Design ama_riscv_fetch, sky130hd; sources not shown.
### Close-up of the layout

The bar under the picture is 20 µm long. Region (17, 17) to (67, 67) µm. Cells in grey, sequential cells in the stronger grey; small squares are vias.
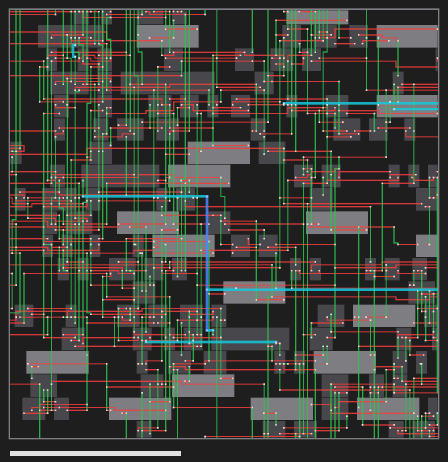
blue -> metal 4
red -> metal 1
cyan -> metal 3
green -> metal 2
sequential cells in the window = 17
cells with their middle in the window = 127
most frequent = nand2_1 (19), dfxtp_1 (17)

### Cell outlines without signal wires

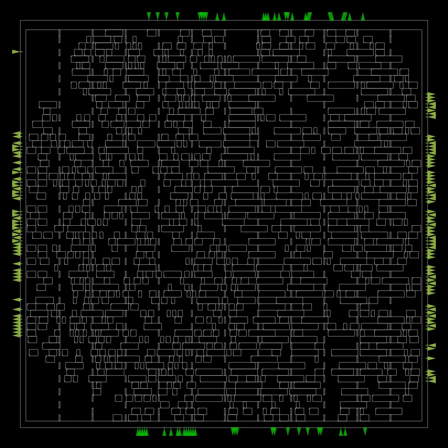
sequential cell area share: 44.7%
Finished Layout Cells: 1316
core area: 27000 µm²
tap cells: 341

### Wire density map

The bar under the picture is 50 µm long. The die is cut into 34 by 34 equal tiles; black is low, pale yellow is high, scaled to the fullest tile. Values are wire area over tile area, all layers added.
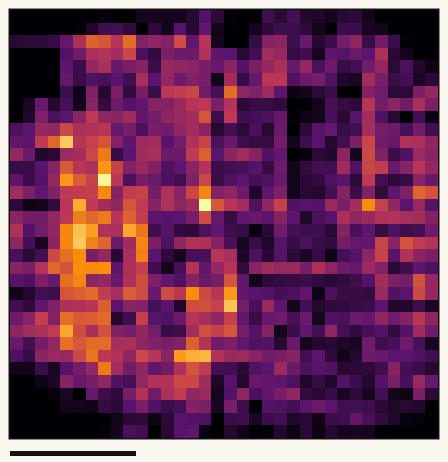
mean over tiles = 0.14
nearly empty tiles = 9.2%
densest ninth of the die = west
wire per inst: 19.0 µm
final WL: 25.0 mm
GR Util All Layers: 17.2%

### Register map, names as in the netlist

Other sequential cells in the stronger grey, the rest of the logic in the fainter grey.
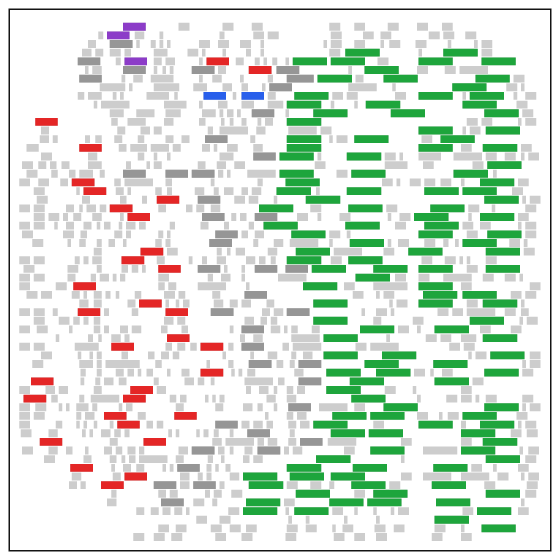
blue -> u_ibuf.count  # sequential cells 2
red -> imem_req_addr  # sequential cells 32
purple -> drop_q  # sequential cells 3
green -> u_ibuf.mem  # sequential cells 128
not coloured = 40
register area: 5390 µm²
sequential logic power: 1960 µW

### Cells coloured by class

Fill, decap, tap and diode cells in grey.
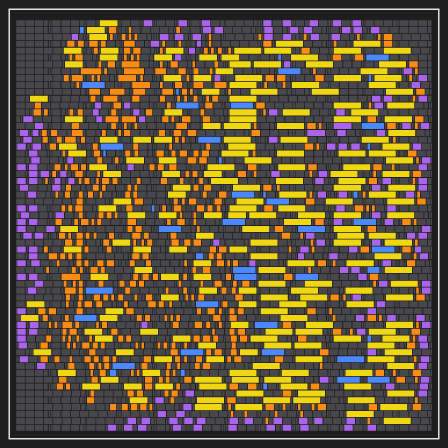
yellow -> flops  # cells 205
purple -> other buffers and delay cells  # cells 191
orange -> combinational and other logic  # cells 535
blue -> clock drivers and dummy loads  # cells 44
final core utilization: 44.7%
row cnt: 60

==> results.json <==
{
  "fin_skew_ns": 0.0141,
  "ys_sh_simple_pct": 15.2,
  "setup_viol_count_final": 0,
  "crit_cells": 12,
  "aoi_share_pct": 9.71,
  "slowest_delay_ns": 0.48,
  "synthFlopType": "edfxtp_1",
  "cts_tree": "yes",
  "rsz0062_at_grt": "false",
  "r2r_slack_ns": 0.51,
  "ys_chip_area_um2": 9070,
  "vias": 6768,
  "max_clock_freq_mhz": 201,
  "setup_slack_ns": 0.141,
  "mux_area_share_pct": 7.17,
  "ir_drop_mv": 0.239,
  "min_path_type": "reg2reg",
  "netlist.area_leader.share_pct": 42.4,
  "ys_seq_elements": 205,
  "synth_area_leader_cell": "edfxtp_1",
  "end_kind": "primary output",
  "finalHoldViolCount": 0,
  "cts-root-buf": "clkbuf_16",
  "postSynth.asyncResetShare_pct": 0,
  "grt_max_degree": 62,
  "grt_pass1_wl_mm": 39.2,
  "combinationalPower_uw": 706,
  "finalPower_uw": 4380,
  "critPathSlowestCell": "fa_1",
  "hpwl_mm": 17.5,
  "holdBufCountCts": 0,
  "crit_chain": "clkbuf_2 -> nand2_2 -> fa_1 -> inv_1 -> fa_1 -> nand2b_4 -> fa_2 -> xor2_2 -> xnor2_2 -> a21oi_2 -> nor2_2 -> buf_6",
  "path_max_fanout": 2,
  "floorplan.nets": 862,
  "avgSynthCellArea_um2": 11.6,
  "io_pins": 168,
  "timing.final.crit_period_ns": 4.97,
  "drc": 0,
  "pg_clk_uw": 1720,
  "area_growth_pct": 32.9,
  "grt_pass1_vias": 6890,
  "finalNetCount": 1039,
  "startpoint_type": "input pin",
  "edf_count": 128,
  "crit_arrival_ns": 3.69,
  "status": "complete, no violations",
  "clock_latency_ns": 0.50,
  "top_cells_by_area": "edfxtp_1, dfxtp_1, mux2i_1",
  "ys_types": 61,
  "worstHoldPathCells": 0,
  "die_area_um2": 28800,
  "syn_area_um2": 9070,
  "antenna_cells": 0,
  "path_common_cell": "fa_1"
}
worst register-to-register path: cells and delay by family (launching register included):
family          cells  cell delay, ns
compound gates      3            0.62
xor+xnor            4            0.66
fa+ha+maj           6            2.00
buf+inv             6            0.47
flops               1            0.47
simple gates        3            0.30
area by class of cell:
cell class	instances	area, µm²
multi-input combinational	513	3480
sequential	205	5390
timing repair buffer	191	1870
inverter	22	85.1
tap	341	427
clock inverter	11	135
clock buffer	33	666
fill	2873	14900
stage by stage:
step | setup TNS, ns | util [%] | instance area [µm²]
after floorplan | -0.0955 | - | 9100
after global placement | -2.80 | 41.7 | 11200
after detailed placement | -3.00 | 41.7 | 11200
after CTS | 0 | 44.7 | 12100
after global routing | 0 | 44.7 | 12100
final | 0 | 44.7 | 12100
cells in the final DEF, fill, tap and decap left out, types with 5 or more instances in the layout:
cell type          n
nor3_1            14
nor4_1             9
nand4_1           18
a21boi_0           9
a31oi_1           16
a211oi_1          11
o31a_1            10
nand3_1           26
and4_1            12
inv_1             20
buf_4             22
nor2_1            92
edfxtp_1         128
xnor2_1           19
o21ai_0           18
mux2i_1           65
or3_1              9
a21oi_1           18
nand2_1           51
xor2_1            17
clkinv_2           5
clkdlybuf4s50_1  165
clkbuf_1           7
o211ai_1           9
dfxtp_1           76
or4_1              7
and3_1             9
ha_1               7
clkbuf_16         25
o21a_1            14
timing repair:
action | 4_1_cts | 5_1_grt
buffers inserted | 1 | 0
endpoints found under the setup margin | 3 | 2
gates resized | 10 | 2
pin swaps | 2 | 3
layer usage:
metal	global-route usage, %	vias to the layer above	share of wire, %
met1	24.7	3320	49
met4	3.57	0	1.4
met2	27.3	177	45
li1	-	3241	-
met3	3.00	30	5.1
met5	0	-	0
No activity file was given, so power comes from the tool's default toggle rates.
